## config.mk

```make
export PLATFORM = sky130hd
export DESIGN_NAME = fm_gd_loader
export DESIGN_NICKNAME = d
export VERILOG_FILES = /design/src/rtl/diff_demo_pkg.sv /design/src/rtl/fm_gd_loader.sv
export SDC_FILE = /design/constraint.sdc
export NUM_CORES = 1
export LEC_CHECK = 0
export ABC_AREA = 1
export CAP_MARGIN = 25
export CORE_AREA = 2 2 156 158
export CTS_BUF_LIST = sky130_fd_sc_hd__clkbuf_4
export CTS_CLUSTER_SIZE = 28
export DETAILED_ROUTE_END_ITERATION = 7
export DIE_AREA = 0 0 158 160
export GPL_ROUTABILITY_DRIVEN = 0
export GPL_TIMING_DRIVEN = 1
export PLACE_DENSITY = 0.69
export SLEW_MARGIN = 20
export SYNTH_ARGS = -nofsm -noshare
export SYNTH_HDL_FRONTEND = slang
export SYNTH_SLANG_ARGS = --single-unit
```

## constraint.sdc

```tcl
create_clock -name clk -period 2.57 [get_ports clk]
set_clock_uncertainty 0.15 [all_clocks]
set_input_delay 0.257 -clock clk [delete_from_list [all_inputs] [get_ports clk]]
set_output_delay 0.257 -clock clk [all_outputs]
set_load 0.02 [all_outputs]
```

## src/rtl/diff_demo_pkg.sv

```systemverilog
// Shared types and constants for the feature-map / guard loader.
//   ld_state_e   : loader FSM states (idle, streaming, one-cycle done)
//   LD_SEL_FM/GD : command target select encodings
//   FM_BITS      : feature-map entry width per column
//   GD_BITS      : guard entry width per column
package diff_demo_pkg;

  typedef enum logic [1:0] {
    LD_IDLE = 2'd0,
    LD_LOAD = 2'd1,
    LD_DONE = 2'd2
  } ld_state_e;

  localparam logic LD_SEL_FM = 1'b0;
  localparam logic LD_SEL_GD = 1'b1;

  localparam int FM_BITS = 8;
  localparam int GD_BITS = 6;

endpackage

```

## src/rtl/fm_gd_loader.sv

```systemverilog
// fm_gd_loader: drains the DMA MM2S stream under a controller command and
// scatters each 64-bit beat across the PE columns as feature-map (8-bit) or
// guard (6-bit) buffer writes.
//   clk, rst_n              : clock, async active-low reset
//   cmd_*                   : command (target, bank, base address, beat count)
//   m_axis_mm2s_*           : input AXI-Stream beats
//   load_fm_* / load_gd_*   : per-column buffer write ports (registered)
//   done / err              : completion pulse / framing error (held)
module fm_gd_loader
  import diff_demo_pkg::*;
#(
  parameter int PE_COL         = 8,
  parameter int DDR_DATA_WIDTH = 64,
  parameter int FM_BUF_DEPTH   = 1024,
  parameter int GD_BUF_DEPTH   = 256,
  parameter int LEN_WIDTH      = 16,
  localparam int FM_AW         = $clog2(FM_BUF_DEPTH),
  localparam int GD_AW         = $clog2(GD_BUF_DEPTH),
  localparam int KEEP_W        = DDR_DATA_WIDTH / 8
) (
  input  logic                             clk,
  input  logic                             rst_n,
  input  logic                             cmd_valid,
  output logic                             cmd_ready,
  input  logic                             cmd_sel,
  input  logic                             cmd_ping_pong,
  input  logic [FM_AW-1:0]                 cmd_base_addr,
  input  logic [LEN_WIDTH-1:0]             cmd_len,
  input  logic [DDR_DATA_WIDTH-1:0]        m_axis_mm2s_tdata,
  input  logic [KEEP_W-1:0]                m_axis_mm2s_tkeep,
  input  logic                             m_axis_mm2s_tlast,
  input  logic                             m_axis_mm2s_tvalid,
  output logic                             m_axis_mm2s_tready,
  output logic [PE_COL-1:0][FM_AW-1:0]     load_fm_wr_addr,
  output logic [PE_COL-1:0][FM_BITS-1:0]   load_fm_din,
  output logic [PE_COL-1:0]                load_fm_wr_en,
  output logic [PE_COL-1:0]                load_fm_ping_pong,
  output logic [PE_COL-1:0][GD_AW-1:0]     load_gd_wr_addr,
  output logic [PE_COL-1:0][GD_BITS-1:0]   load_gd_din,
  output logic [PE_COL-1:0]                load_gd_wr_en,
  output logic [PE_COL-1:0]                load_gd_ping_pong,
  output logic                             done,
  output logic                             err
);

  ld_state_e             state_q, state_d;
  logic                  sel_q, pp_q, err_q;
  logic [FM_AW-1:0]      base_q;
  logic [LEN_WIDTH-1:0]  len_q, cnt_q;
  // Handshake outputs are registered copies of "next state is X" so that
  // they read 0 while reset is held and match the state once running.
  logic                  cmd_rdy_q, tready_q;

  logic                  cmd_fire, beat, last_cnt, beat_end;
  logic [FM_AW-1:0]      addr_nxt;

  logic [PE_COL-1:0][FM_AW-1:0]   fm_addr_nxt, fm_addr_q;
  logic [PE_COL-1:0][FM_BITS-1:0] fm_din_nxt, fm_din_q;
  logic [PE_COL-1:0][GD_AW-1:0]   gd_addr_nxt, gd_addr_q;
  logic [PE_COL-1:0][GD_BITS-1:0] gd_din_nxt, gd_din_q;
  logic [PE_COL-1:0]              fm_wen_q, gd_wen_q;

  assign cmd_fire = cmd_valid && cmd_rdy_q;
  assign beat     = m_axis_mm2s_tvalid && tready_q;
  assign last_cnt = (cnt_q == len_q - LEN_WIDTH'(1));
  assign beat_end = beat && (last_cnt || m_axis_mm2s_tlast);

  // Buffer address wraps modulo the depth by plain truncation.
  assign addr_nxt = base_q + FM_AW'(cnt_q);

  // Beat unpacker: byte lanes for FM, packed 6-bit fields for guard.
  for (genvar c = 0; c < PE_COL; c++) begin : g_col
    assign fm_din_nxt[c]  = m_axis_mm2s_tdata[c*FM_BITS +: FM_BITS];
    assign gd_din_nxt[c]  = m_axis_mm2s_tdata[c*GD_BITS +: GD_BITS];
    assign fm_addr_nxt[c] = addr_nxt;
    assign gd_addr_nxt[c] = addr_nxt[GD_AW-1:0];
  end

  always_comb begin
    state_d = state_q;
    case (state_q)
      LD_IDLE: if (cmd_fire) state_d = (cmd_len == '0) ? LD_DONE : LD_LOAD;
      LD_LOAD: if (beat_end) state_d = LD_DONE;
      LD_DONE: state_d = LD_IDLE;
      default: state_d = LD_IDLE;
    endcase
  end

  always_ff @(posedge clk or negedge rst_n) begin
    if (!rst_n) begin
      state_q   <= LD_IDLE;
      cmd_rdy_q <= 1'b0;
      tready_q  <= 1'b0;
      sel_q     <= LD_SEL_FM;
      pp_q      <= 1'b0;
      base_q    <= '0;
      len_q     <= '0;
      cnt_q     <= '0;
      err_q     <= 1'b0;
      fm_addr_q <= '0;
      fm_din_q  <= '0;
      gd_addr_q <= '0;
      gd_din_q  <= '0;
      fm_wen_q  <= '0;
      gd_wen_q  <= '0;
    end else begin
      state_q   <= state_d;
      cmd_rdy_q <= (state_d == LD_IDLE);
      tready_q  <= (state_d == LD_LOAD);
      if (cmd_fire) begin
        sel_q  <= cmd_sel;
        pp_q   <= cmd_ping_pong;
        base_q <= cmd_base_addr;
        len_q  <= cmd_len;
        cnt_q  <= '0;
        err_q  <= 1'b0;
      end else if (beat) begin
        cnt_q <= cnt_q + LEN_WIDTH'(1);
        // Clean end only when the counted last beat also carries tlast.
        if (beat_end) err_q <= !(last_cnt && m_axis_mm2s_tlast);
      end
      if (beat) begin
        fm_addr_q <= fm_addr_nxt;
        fm_din_q  <= fm_din_nxt;
        gd_addr_q <= gd_addr_nxt;
        gd_din_q  <= gd_din_nxt;
      end
      fm_wen_q <= (beat && sel_q == LD_SEL_FM) ? m_axis_mm2s_tkeep : '0;
      gd_wen_q <= (beat && sel_q == LD_SEL_GD) ? {PE_COL{|m_axis_mm2s_tkeep}} : '0;
    end
  end

  assign cmd_ready          = cmd_rdy_q;
  assign m_axis_mm2s_tready = tready_q;
  assign load_fm_wr_addr    = fm_addr_q;
  assign load_fm_din        = fm_din_q;
  assign load_fm_wr_en      = fm_wen_q;
  assign load_fm_ping_pong  = {PE_COL{pp_q}};
  assign load_gd_wr_addr    = gd_addr_q;
  assign load_gd_din        = gd_din_q;
  assign load_gd_wr_en      = gd_wen_q;
  assign load_gd_ping_pong  = {PE_COL{pp_q}};
  assign done               = (state_q == LD_DONE);
  assign err                = err_q;

endmodule

```

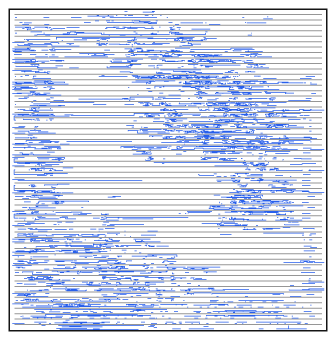
**Above:** M1 wires.
(2 px per um) Supply wires on this layer in gray.
nets with wire on the layer: 1082
longest straight run: 66.2 um
share of all routed wire: 42%
main direction: horizontal

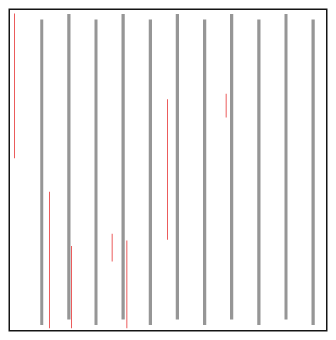
**Above:** M4 wires.
(2 px per um) Supply wires on this layer in gray.
longest straight run: 72.1 um
main direction: vertical

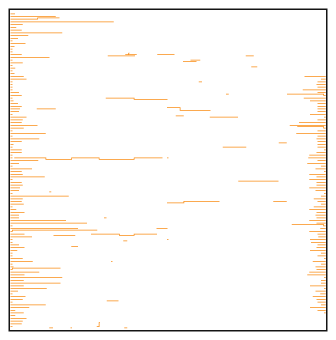
**Above:** signal wires on met3.
(2 px per um)
main direction: horizontal
share of all routed wire: 7.9%

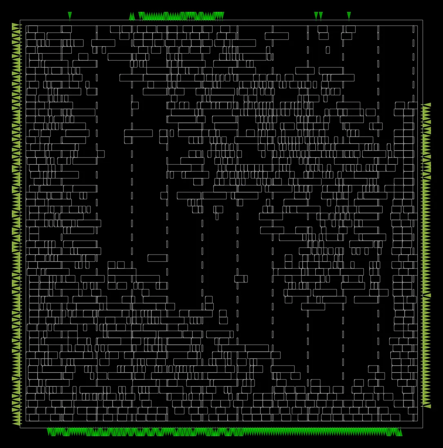
**Above:** placed standard cells.
sequential portion of the cell area: 30.3%
core box area: 23800 sq um
number of tap cells added at floorplan: 324

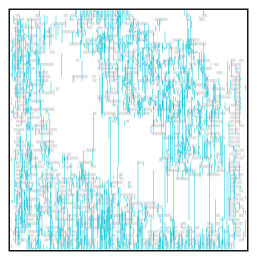
**Above:** M2 wires.
(1.5 px per um)
wire length on this layer: 10600 um
main direction: vertical
nets with wire on the layer: 1054
met2 capacity usage during global routing: 28.9%
vias after detailed routing: 6493
final wirelength: 21600 um

==> results.txt <==
Results of the implementation run.

The flow ran to the end, and the final reports show no timing, DRC or antenna violations. The global-route track usage on met3 came out at 5.10%. The source-to-sink clock delay at the later pin of the worst-skew pair came out at 0.52 ns. The highest net fanout along the worst path came out at 17. The period utilization came out at 90.4%. Looking at the hold checks, the worst path lands on load_fm_din[28]. The worst setup path is of the register to output pin kind. The stage delay of the slowest cell on the critical path is 0.71 ns. The class occupying the most area after layout is reported as buffers. Combinational cells consume a total of 0.00929 W. The pin count of the biggest net entering global routing came out at 64.

The number of nets in the synthesized netlist came out at approximately 1100. Per the synthesis report, the XOR/XNOR share of the synthesized area is 2.04%. The switching part of the total came out at about 46%. The chip occupies 25300 sq um. The class of the tightest hold or removal check is primary input to register. The count of routing violations after the opening detailed-route iteration came out at roughly 280. The number of routed nets with antenna violations is 0. The buffer levels on the longest clock path came out at 2. For the worst reg-to-reg path, the startpoint reported by OpenROAD is cnt_q[0]. The cell depth of the worst hold path came out at 3. For this design the top-level I/O count stands at 397. After layout, the clock buffer instance count stands at 17. The number of buffers other than clock buffers in the final layout is 407. The number of cells traversed by the worst register-to-register path is 13.

The wire length on met3 came out at 1700 um. The number of warnings printed during yosys synthesis is 0. The reg-to-reg setup timing slack came out at 0.29 ns. In this run the number of cells on the critical path is 1. Per the synthesis report, the AND-OR/OR-AND share of the synthesized area is ~4.3%. Per the layout report, the design carries 2341 filler cells. The worst hold margin came out at between 0.09 and 0.1 ns.

The setup TNS after final layout came out at 0 ns. The report lists the number of cells resized after CTS as 0. The multi-input combinational cell count came out at 560. The last element of the critical path is load_gd_wr_addr[42]. The clock-pin slew on the worst setup and hold paths came out at approximately 0.14 ns. Before any placement, the netlist area is recorded as 7740 sq um. The amount of wire on met2 after detailed routing is between 10000 and 15000 um. The initial antenna violation count came to 1. Per the layout area report, the combinational gate area comes to between 2000 and 3000 sq um.

The launching instance or port of the critical path is load_fm_wr_addr[72].
-- placed cells by master (no fill, tap or decap), types with 3 or more instances in the layout --
cell type and instances:
clkinv_4 3, o21ai_0 32, a211oi_1 3, clkdlybuf4s50_1 395
nor3_1 6, nand3_1 18, xnor2_1 9, nand2_1 360
nand2_2 6, dfrtp_1 132, nand4_1 5, clkbuf_4 17
ha_1 11, nor2_2 8, a21oi_1 22, xor2_1 9
inv_6 4, inv_1 60, nor2_1 47, nor4_1 4
bufinv_16 3, buf_4 9
-- per-stage QoR --
stage / util, % / cell area [sq um]
after CTS: 45.7 / 10900
after global placement: 44.4 / 10600
after floorplan: - / 7740
final: 45.7 / 10900
after global routing: 45.7 / 10900
after detailed placement: 44.4 / 10600
-- cells in the mapped netlist --
library cell	number	area share [%]
a31oi_1	1	0.081
nand3_2	2	0.26
nor4_1	4	0.32
a21oi_1	22	1.4
nand3b_1	2	0.19
a211oi_1	3	0.29
o2111ai_1	1	0.11
xnor2_1	9	1.0
nor2_1	47	2.3
nor3_1	6	0.39
nor3_2	2	0.26
o21bai_2	1	0.15
o21bai_1	1	0.097
buf_4	205	20
clkinv_1	1	0.048
nor2_2	8	0.65
nor2_4	2	0.29
nand4_1	5	0.40
fa_1	1	0.26
and2_1	1	0.081
clkbuf_1	20	0.97
xor2_1	9	1.0
or2_2	1	0.081
nand2_2	7	0.57
nand2_1	360	17
inv_1	61	3.0
o21a_1	1	0.097
nor2_8	1	0.26
nand3_1	18	1.2
dfrtp_1	132	43
buf_1	4	0.19
nand2_4	1	0.15
ha_1	11	1.8
o21ai_0	32	2.1
or4_1	1	0.097
Power figures rest on the tool's default switching activity, not on a simulated workload.
